===== src/rtl/axi4_full_umi_arb_pkg.sv =====
`default_nettype none
//==============================================================================
// Module   : axi4_full_umi_arb_pkg
// Desc     : UMI opcode constants, cmd field decode and arbiter state encodings.
// Revision : 1.0 - initial release
//==============================================================================
package axi4_full_umi_arb_pkg;

    localparam logic [4:0] c_umi_req_read    = 5'h01;
    localparam logic [4:0] c_umi_resp_read   = 5'h02;
    localparam logic [4:0] c_umi_req_write   = 5'h03;
    localparam logic [4:0] c_umi_resp_write  = 5'h04;
    localparam logic [4:0] c_umi_req_posted  = 5'h05;

    localparam int c_umi_eom_bit = 22;

    localparam logic [1:0] c_st_arb     = 2'd0;
    localparam logic [1:0] c_st_lock_rd = 2'd1;
    localparam logic [1:0] c_st_lock_wr = 2'd2;

    function automatic logic [4:0] umi_opcode(input logic [31:0] cmd);
        return cmd[4:0];
    endfunction

    function automatic logic umi_eom(input logic [31:0] cmd);
        return cmd[c_umi_eom_bit];
    endfunction

endpackage
`default_nettype wire


===== src/rtl/axi4_full_umi_arb_rr2.sv =====
`default_nettype none
//==============================================================================
// Module   : umi_arb_rr2
// Desc     : Two-way round-robin arbiter with lock and eligibility masks.
//            Bit 0 is the rd side, bit 1 the wr side; grant is one-hot.
// Revision : 1.0 - initial release
//==============================================================================
module umi_arb_rr2 (
    input  logic [1:0] i_req,
    input  logic [1:0] i_elig,
    input  logic [1:0] i_lock,
    input  logic       i_last,
    output logic [1:0] o_grant
);

    logic [1:0] w_qual;

    assign w_qual = i_req & i_elig;

    // A locked side may only continue its own burst; i_last=1 means wr won last.
    always_comb begin
        o_grant = 2'b00;
        if (|i_lock) begin
            o_grant = w_qual & i_lock;
        end else if (&w_qual) begin
            o_grant = i_last ? 2'b01 : 2'b10;
        end else begin
            o_grant = w_qual;
        end
    end

endmodule
`default_nettype wire


===== src/rtl/axi4_full_umi_arb.sv =====
`default_nettype none
//==============================================================================
// Module   : axi4_full_umi_arb
// Desc     : Shares one UMI host port between the AXI4-full rd and wr converters.
// Revision : 1.0 - initial release
//==============================================================================
module axi4_full_umi_arb
    import axi4_full_umi_arb_pkg::*;
#(
    parameter int CW     = 32,
    parameter int DW     = 128,
    parameter int AW     = 64,
    parameter int MAXOUT = 1,
    parameter int OCW    = $clog2(MAXOUT + 1)
) (
    input  logic          clk,
    input  logic          nreset,
    input  logic          urd_req_valid,
    input  logic [CW-1:0] urd_req_cmd,
    input  logic [AW-1:0] urd_req_dstaddr,
    input  logic [AW-1:0] urd_req_srcaddr,
    input  logic [DW-1:0] urd_req_data,
    output logic          urd_req_ready,
    input  logic          uwr_req_valid,
    input  logic [CW-1:0] uwr_req_cmd,
    input  logic [AW-1:0] uwr_req_dstaddr,
    input  logic [AW-1:0] uwr_req_srcaddr,
    input  logic [DW-1:0] uwr_req_data,
    output logic          uwr_req_ready,
    output logic          urd_resp_valid,
    output logic [CW-1:0] urd_resp_cmd,
    output logic [AW-1:0] urd_resp_dstaddr,
    output logic [AW-1:0] urd_resp_srcaddr,
    output logic [DW-1:0] urd_resp_data,
    input  logic          urd_resp_ready,
    output logic          uwr_resp_valid,
    output logic [CW-1:0] uwr_resp_cmd,
    output logic [AW-1:0] uwr_resp_dstaddr,
    output logic [AW-1:0] uwr_resp_srcaddr,
    output logic [DW-1:0] uwr_resp_data,
    input  logic          uwr_resp_ready,
    output logic          uhost_req_valid,
    output logic [CW-1:0] uhost_req_cmd,
    output logic [AW-1:0] uhost_req_dstaddr,
    output logic [AW-1:0] uhost_req_srcaddr,
    output logic [DW-1:0] uhost_req_data,
    input  logic          uhost_req_ready,
    input  logic          uhost_resp_valid,
    input  logic [CW-1:0] uhost_resp_cmd,
    input  logic [AW-1:0] uhost_resp_dstaddr,
    input  logic [AW-1:0] uhost_resp_srcaddr,
    input  logic [DW-1:0] uhost_resp_data,
    output logic          uhost_resp_ready,
    output logic          err_unexp
);

    localparam logic [OCW-1:0] c_maxout = OCW'(MAXOUT);

    logic           r_active;
    logic [1:0]     r_state;
    logic           r_last;
    logic [OCW-1:0] r_cnt_rd;
    logic [OCW-1:0] r_cnt_wr;
    logic           r_err;

    logic [1:0]     w_elig;
    logic [1:0]     w_lock;
    logic [1:0]     w_arb_grant;
    logic [1:0]     w_grant;
    logic [CW-1:0]  w_req_cmd;
    logic [4:0]     w_req_op;
    logic           w_req_fire;
    logic           w_req_counted;
    logic           w_inc_rd;
    logic           w_inc_wr;
    logic [4:0]     w_resp_op;
    logic           w_route_rd;
    logic           w_route_wr;
    logic           w_dec_rd;
    logic           w_dec_wr;
    logic           w_drop;

    assign w_elig = {(r_cnt_wr < c_maxout), (r_cnt_rd < c_maxout)};
    assign w_lock = (r_state == c_st_lock_rd) ? 2'b01 :
                    (r_state == c_st_lock_wr) ? 2'b10 : 2'b00;

    umi_arb_rr2 u_arb (
        .i_req   ({uwr_req_valid, urd_req_valid}),
        .i_elig  (w_elig),
        .i_lock  (w_lock),
        .i_last  (r_last),
        .o_grant (w_arb_grant)
    );

    // Request path: zero-cycle pass-through of the granted side.
    assign w_grant           = r_active ? w_arb_grant : 2'b00;
    assign w_req_cmd         = w_grant[1] ? uwr_req_cmd : urd_req_cmd;
    assign uhost_req_valid   = |w_grant;
    assign uhost_req_cmd     = w_req_cmd;
    assign uhost_req_dstaddr = w_grant[1] ? uwr_req_dstaddr : urd_req_dstaddr;
    assign uhost_req_srcaddr = w_grant[1] ? uwr_req_srcaddr : urd_req_srcaddr;
    assign uhost_req_data    = w_grant[1] ? uwr_req_data    : urd_req_data;
    assign urd_req_ready     = w_grant[0] & uhost_req_ready;
    assign uwr_req_ready     = w_grant[1] & uhost_req_ready;

    assign w_req_fire    = uhost_req_valid & uhost_req_ready;
    assign w_req_op      = umi_opcode(w_req_cmd);
    assign w_req_counted = (w_req_op == c_umi_req_read) | (w_req_op == c_umi_req_write);
    assign w_inc_rd      = w_req_fire & w_grant[0] & w_req_counted;
    assign w_inc_wr      = w_req_fire & w_grant[1] & w_req_counted;

    // Response path: routed by opcode, dropped when nothing is outstanding.
    assign w_resp_op  = umi_opcode(uhost_resp_cmd);
    assign w_route_rd = r_active & (w_resp_op == c_umi_resp_read)  & (r_cnt_rd != '0);
    assign w_route_wr = r_active & (w_resp_op == c_umi_resp_write) & (r_cnt_wr != '0);

    assign urd_resp_valid   = w_route_rd & uhost_resp_valid;
    assign uwr_resp_valid   = w_route_wr & uhost_resp_valid;
    assign uhost_resp_ready = r_active & (w_route_rd ? urd_resp_ready :
                                          w_route_wr ? uwr_resp_ready : 1'b1);

    assign urd_resp_cmd     = uhost_resp_cmd;
    assign urd_resp_dstaddr = uhost_resp_dstaddr;
    assign urd_resp_srcaddr = uhost_resp_srcaddr;
    assign urd_resp_data    = uhost_resp_data;
    assign uwr_resp_cmd     = uhost_resp_cmd;
    assign uwr_resp_dstaddr = uhost_resp_dstaddr;
    assign uwr_resp_srcaddr = uhost_resp_srcaddr;
    assign uwr_resp_data    = uhost_resp_data;

    assign w_dec_rd = urd_resp_valid & urd_resp_ready;
    assign w_dec_wr = uwr_resp_valid & uwr_resp_ready;
    assign w_drop   = uhost_resp_valid & uhost_resp_ready & ~w_route_rd & ~w_route_wr;

    assign err_unexp = r_err;

    always_ff @(posedge clk or negedge nreset) begin
        if (!nreset) begin
            r_active <= 1'b0;
            r_state  <= c_st_arb;
            r_last   <= 1'b1;
            r_cnt_rd <= '0;
            r_cnt_wr <= '0;
            r_err    <= 1'b0;
        end else begin
            r_active <= 1'b1;
            if (w_drop) begin
                r_err <= 1'b1;
            end
            // Lock is held until the EOM beat so bursts never interleave.
            if (w_req_fire) begin
                if (umi_eom(w_req_cmd)) begin
                    r_state <= c_st_arb;
                    r_last  <= w_grant[1];
                end else begin
                    r_state <= w_grant[1] ? c_st_lock_wr : c_st_lock_rd;
                end
            end
            case ({w_inc_rd, w_dec_rd})
                2'b10:   r_cnt_rd <= r_cnt_rd + OCW'(1);
                2'b01:   r_cnt_rd <= r_cnt_rd - OCW'(1);
                default: r_cnt_rd <= r_cnt_rd;
            endcase
            case ({w_inc_wr, w_dec_wr})
                2'b10:   r_cnt_wr <= r_cnt_wr + OCW'(1);
                2'b01:   r_cnt_wr <= r_cnt_wr - OCW'(1);
                default: r_cnt_wr <= r_cnt_wr;
            endcase
        end
    end

endmodule
`default_nettype wire

===== config.mk =====
export PLATFORM = sky130hd
export DESIGN_NAME = axi4_full_umi_arb
export DESIGN_NICKNAME = d
export VERILOG_FILES = /design/src/rtl/axi4_full_umi_arb_pkg.sv /design/src/rtl/axi4_full_umi_arb_rr2.sv /design/src/rtl/axi4_full_umi_arb.sv
export SDC_FILE = /design/constraint.sdc
export NUM_CORES = 1
export LEC_CHECK = 0
export ABC_AREA = 1
export CAP_MARGIN = 20
export CORE_AREA = 2 2 688 690
export DETAILED_ROUTE_END_ITERATION = 6
export DIE_AREA = 0 0 690 692
export SETUP_SLACK_MARGIN = 0.2
export SYNTH_ARGS = -nofsm -noshare
export SYNTH_HDL_FRONTEND = slang
export SYNTH_HIERARCHICAL = 1
export SYNTH_SLANG_ARGS = --single-unit

===== constraint.sdc =====
create_clock -name clk -period 2 [get_ports clk]
set_clock_uncertainty 0.15 [all_clocks]
set_input_delay 0.2 -clock clk [delete_from_list [all_inputs] [get_ports clk]]
set_output_delay 0.2 -clock clk [all_outputs]
set_load 0.02 [all_outputs]

Fig. 1: run 1, supply network
Pins as bars on the die edge.
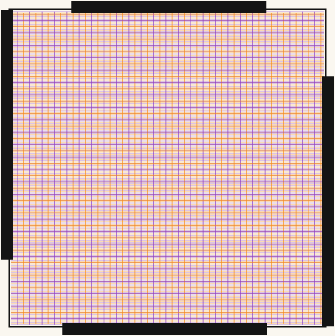
| colour | net |
|---|---|
| purple | VSS |
| orange | VDD |
met4 straps: 50
rows: 252

Fig. 2: run 1, placement by cell class
Bar = 200 um.
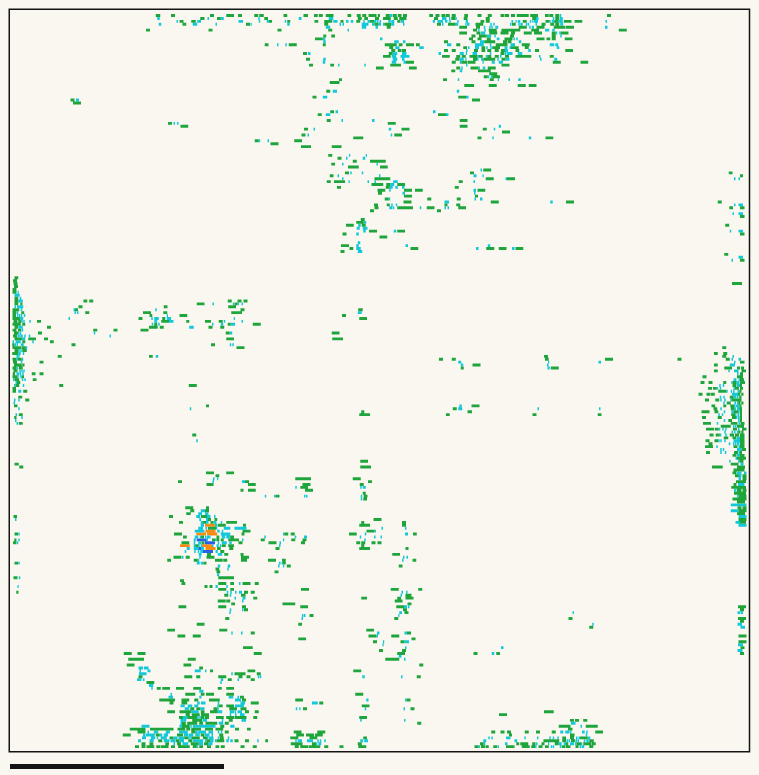
| colour | class | cells | share of their area |
|---|---|---|---|
| orange | flops | 7 | 0.97% |
| green | other buffers and delay cells | 1,027 | 71% |
| cyan | combinational and other logic | 930 | 27% |
| blue | clock drivers and dummy loads | 4 | 0.43% |

Fig. 3: run 1, routed clock nets over the placement
Bar = 200 um.
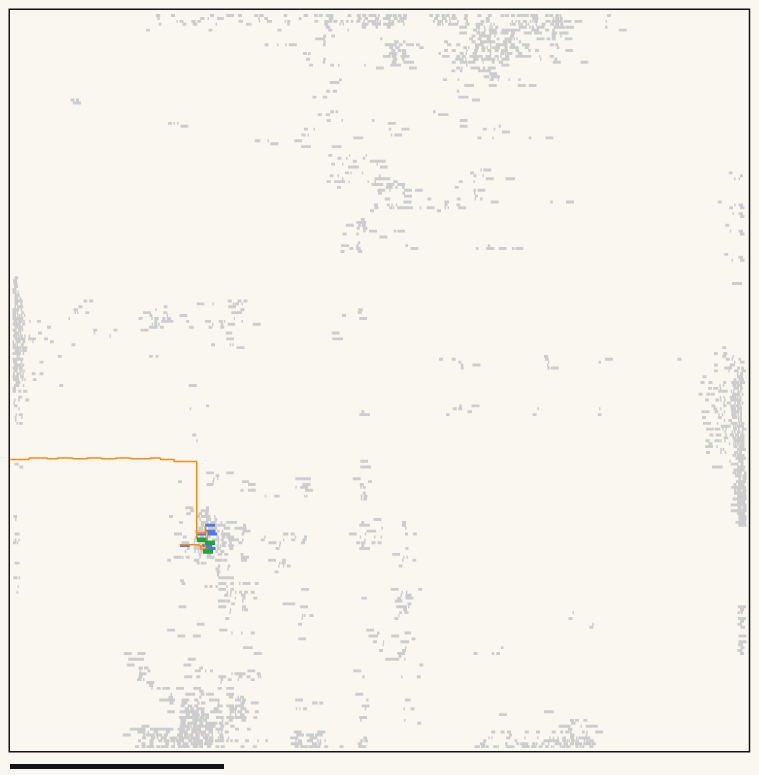
[orange] clock wires | length: 338 um
[green] clock drivers | count: 3
[blue] flip-flops | count: 7
routed clock nets: 4

==> results.yml, run 1 <==
# implementation run metrics
pwr:
  p_seq_share_pct: 1.3
  power.total_w: 0.01782
  cell_internal_pwr_w: 0.007621
  pg_seq_w: 0.000224
  p_switching_w: 0.01020
  p_clk_share_pct: 1.9
  p_comb_share_pct: 96.8
  power_density_nw_per_um2: 680.0
layout:
  largest_class: "buffers"
  final_layout_size_suffix_gt1_share_pct: 35.77
  nets: 2843
  comb_share_pct: 18.70
  n_multi_input_combinational_cell: 912
  lay_top_count: "nand2_1"
  n_all_inverters: 18
  layout_top_cells: "nand2_1 (610), clkdlybuf4s50_1 (589), buf_12 (232)"
  final_util_pct: 5.580
  nonClkBufAreaFrac_pct: 49.45
synth:
  ys.flops: 7
  synth_adder_area_share_pct: 0.2966
  synth_top_area_share_pct: 53.74
  netlist_area_um2: 8437
  ff_type: "dfrtp_1"
  synthDistinctLibCells: 25
  synthMuxAreaShare_pct: 0
  top_cells_by_count: "nand2_1 (875), buf_4 (604), buf_2 (19)"
  ys_chip_area_um2: 8437
  synth-async-reset-ratio_pct: 100.0
  syn-num-nets: 2450
  xor_share_pct: 0.2076
route:
  viasPerCell: 1.717
  totalWireLength_um: 414500
  wl_met1_um: 109300
  wl_met3_um: 116400
  wl_met2_um: 174600
  vias: 14210
critical_path:
  rr_endpoint: "r_cnt_rd"
  cp_data_required_time_ns: 1.65
  reg2reg_slack_ns: -0.49
  arrival_ns: 2.25
  critical-path-top-delay-family: "buffers and inverters"
  setup.worst_path.start: "r_last"
clock_network:
  h-tree-depth: 1
  cts-root-buf: "clkbuf_16"
  cts_setup_buffers: 13
  cts-buffers-inserted: 3
  cts_hold_buf: 0
  clk_pin_slew_ns: 0.04
grt:
  grt_max_degree: 44
  gr-total-overflow: 0
  grt-busiest-layer: "met2"
  grt_pass1_vias: 12110
  grt_first_pass_wirelength_um: 439300
  track_usage_pct: 16.49
floorplanning:
  ios: 1743
  die_area_um2: 477500
  rows: 252
final_timing:
  max_slew.worst_pin.slew_ns: 0.5113
  grt_setup_unrepaired: "yes"
  setup_viol: 296
  worst_slack_ns: -0.5982
place:
  numPortBuffers: 893
  dp_hpwl_um: 395500
run_status:
  run_status: "finished with violations"
  violations: "negative setup slack"
==> run 1 -> run 2 <==
--- a/config.mk
+++ b/config.mk
@@ -7,9 +7,9 @@
 export LEC_CHECK = 0
 export ABC_AREA = 1
 export CAP_MARGIN = 20
-export CORE_AREA = 2 2 688 690
+export CORE_AREA = 4 4 671 673
 export DETAILED_ROUTE_END_ITERATION = 6
-export DIE_AREA = 0 0 690 692
+export DIE_AREA = 0 0 675 677
 export SETUP_SLACK_MARGIN = 0.2
 export SYNTH_ARGS = -nofsm -noshare
 export SYNTH_HDL_FRONTEND = slang
Fig. 4: run 2, signal wires by layer
Two of the layers only.
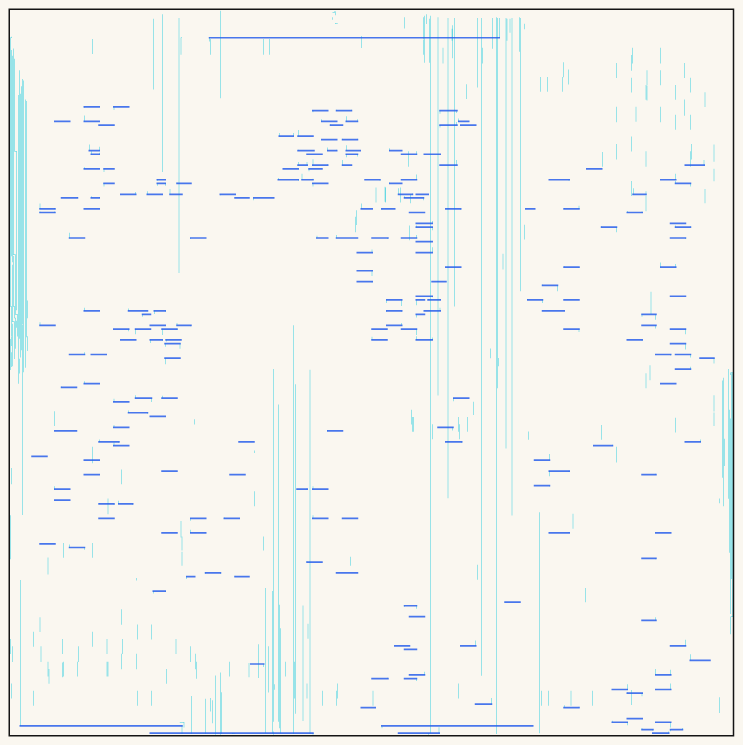
| colour | layer | wire length |
|---|---|---|
| blue | metal 5 | 3,650 um |
| cyan | metal 4 | 15,600 um |

Fig. 5: run 2, placement by cell class
Bar = 200 um.
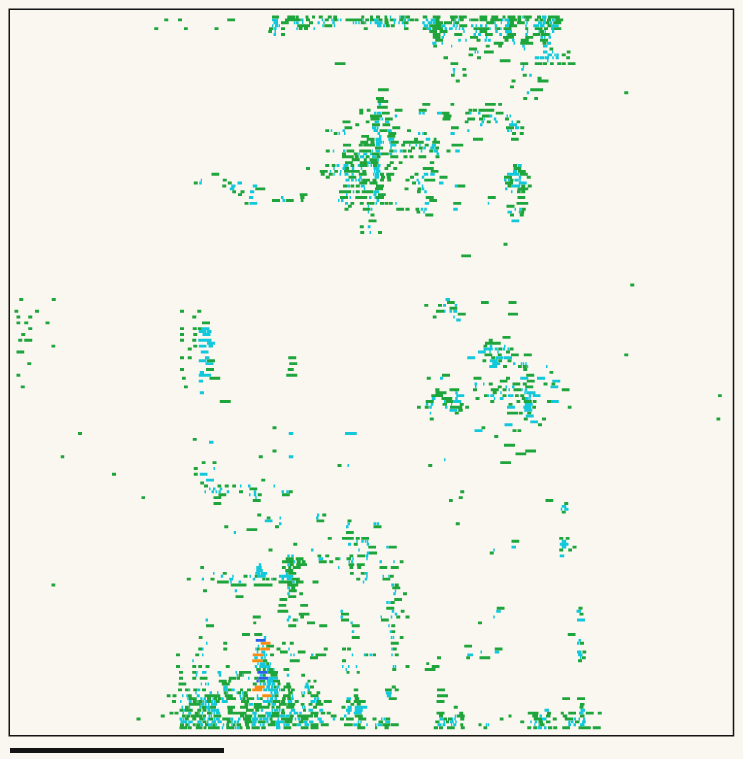
| colour | class | cells | share of their area |
|---|---|---|---|
| blue | clock drivers and dummy loads | 4 | 0.38% |
| cyan | combinational and other logic | 931 | 30% |
| orange | flops | 7 | 0.86% |
| green | other buffers and delay cells | 1,060 | 69% |

Fig. 6: run 2, the clock network
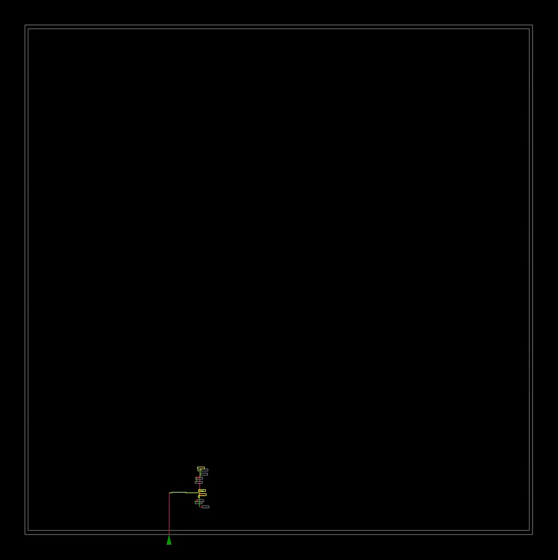
Clock group: 0.000346 W
num sequential: 7
Insertion Delay late pin: 0.23 ns

==> run 2 against run 1 <==
Against the previous run: the flow still finishes with violations (negative setup slack); worst hold slack worse by 0.025 ns; sequential cell count stayed put; synthesized cell count stayed put; sequential power is 6% higher; non-clock buffer count is 33 higher; sequential share of layout area hardly changed; wire length is 7.0% higher; fmax is 0.27% higher; critical path type unchanged.
==> results.yml, run 2 <==
# implementation run metrics
run_status:
  run_status: "finished with violations"
  violations: "negative setup slack"
synth:
  yosysSeqAreaShare_pct: 2.091
  ys_chip_area_um2: 8437
  synth_top_area_share_pct: 53.74
  ys.flops: 7
  synthDistinctLibCells: 25
  synth_adder_area_share_pct: 0.2966
  synthMuxAreaShare_pct: 0
  netlist_area_um2: 8437
  xor_share_pct: 0.2076
  synth-async-reset-ratio_pct: 100.0
  syn-num-nets: 2450
  ff_type: "dfrtp_1"
  top_cells_by_count: "nand2_1 (875), buf_4 (604), buf_2 (19)"
final_timing:
  fin_crit_ns: 2.591
  grt_setup_unrepaired: "yes"
  slew_viol_final: 0
  setup_viol: 295
  worst_slack_ns: -0.5912
  max_slew.worst_pin.slew_ns: 1.141
layout:
  layout_top_cells: "clkdlybuf4s50_1 (586), nand2_1 (454), buf_12 (281)"
  nets: 2877
  comb_share_pct: 21.36
  final_layout_size_suffix_gt1_share_pct: 46.25
  n_multi_input_combinational_cell: 912
  n_all_inverters: 19
  final_util_pct: 6.352
  largest_class: "buffers"
  layout.cells.non_filler: 8027
  nClkBuffers: 4
  nonClkBufAreaFrac_pct: 50.14
  lay_top_count: "clkdlybuf4s50_1"
pwr:
  cell_internal_pwr_w: 0.008911
  p_comb_share_pct: 96.9
  p_switching_w: 0.009598
  p_clk_share_pct: 1.9
  power.total_w: 0.01851
  p_seq_share_pct: 1.3
  comb_power_w: 0.0179
  pg_seq_w: 0.000237
route:
  totalWireLength_um: 443400
  drc: 0
  wl_met2_um: 187100
  wl_met1_um: 104000
  vias: 15320
  wl_met3_um: 133100
  viasPerCell: 1.909
critical_path:
  critPathBufInv: 8
  cp_data_required_time_ns: 1.65
  critical-path-top-delay-family: "buffers and inverters"
  critPathLaunchType: "flop"
  cp_slowest_cell: "dfrtp_1"
  reg2reg_slack_ns: -0.45
  arrival_ns: 2.24
  cp_slowest_stage_delay_ns: 0.37
  crit_top_cell: "buf_12"
  endpoint: "uhost_req_cmd[29]"
  rr_endpoint: "r_cnt_rd"
  setup.worst_path.start: "r_state[1]"
clock_network:
  cts_hold_buf: 0
  clk_pin_slew_ns: 0.04
  cts-buffers-inserted: 3
  h-tree-depth: 1
  cts-root-buf: "clkbuf_16"
  cts_setup_buffers: 48
grt:
  grt-busiest-layer: "met2"
  grt_pass1_vias: 12820
  grt_max_degree: 46
  grt_first_pass_wirelength_um: 472100
  track_usage_pct: 18.56
  gr-total-overflow: 0
floorplanning:
  ios: 1743
  rows: 245
  die_area_um2: 457000
flow_run:
  cap_violations: 0
min_path:
  hold_class: "in -> async"
place:
  dp_hpwl_um: 420900
  numPortBuffers: 893
Power and IR drop assume default switching activity.
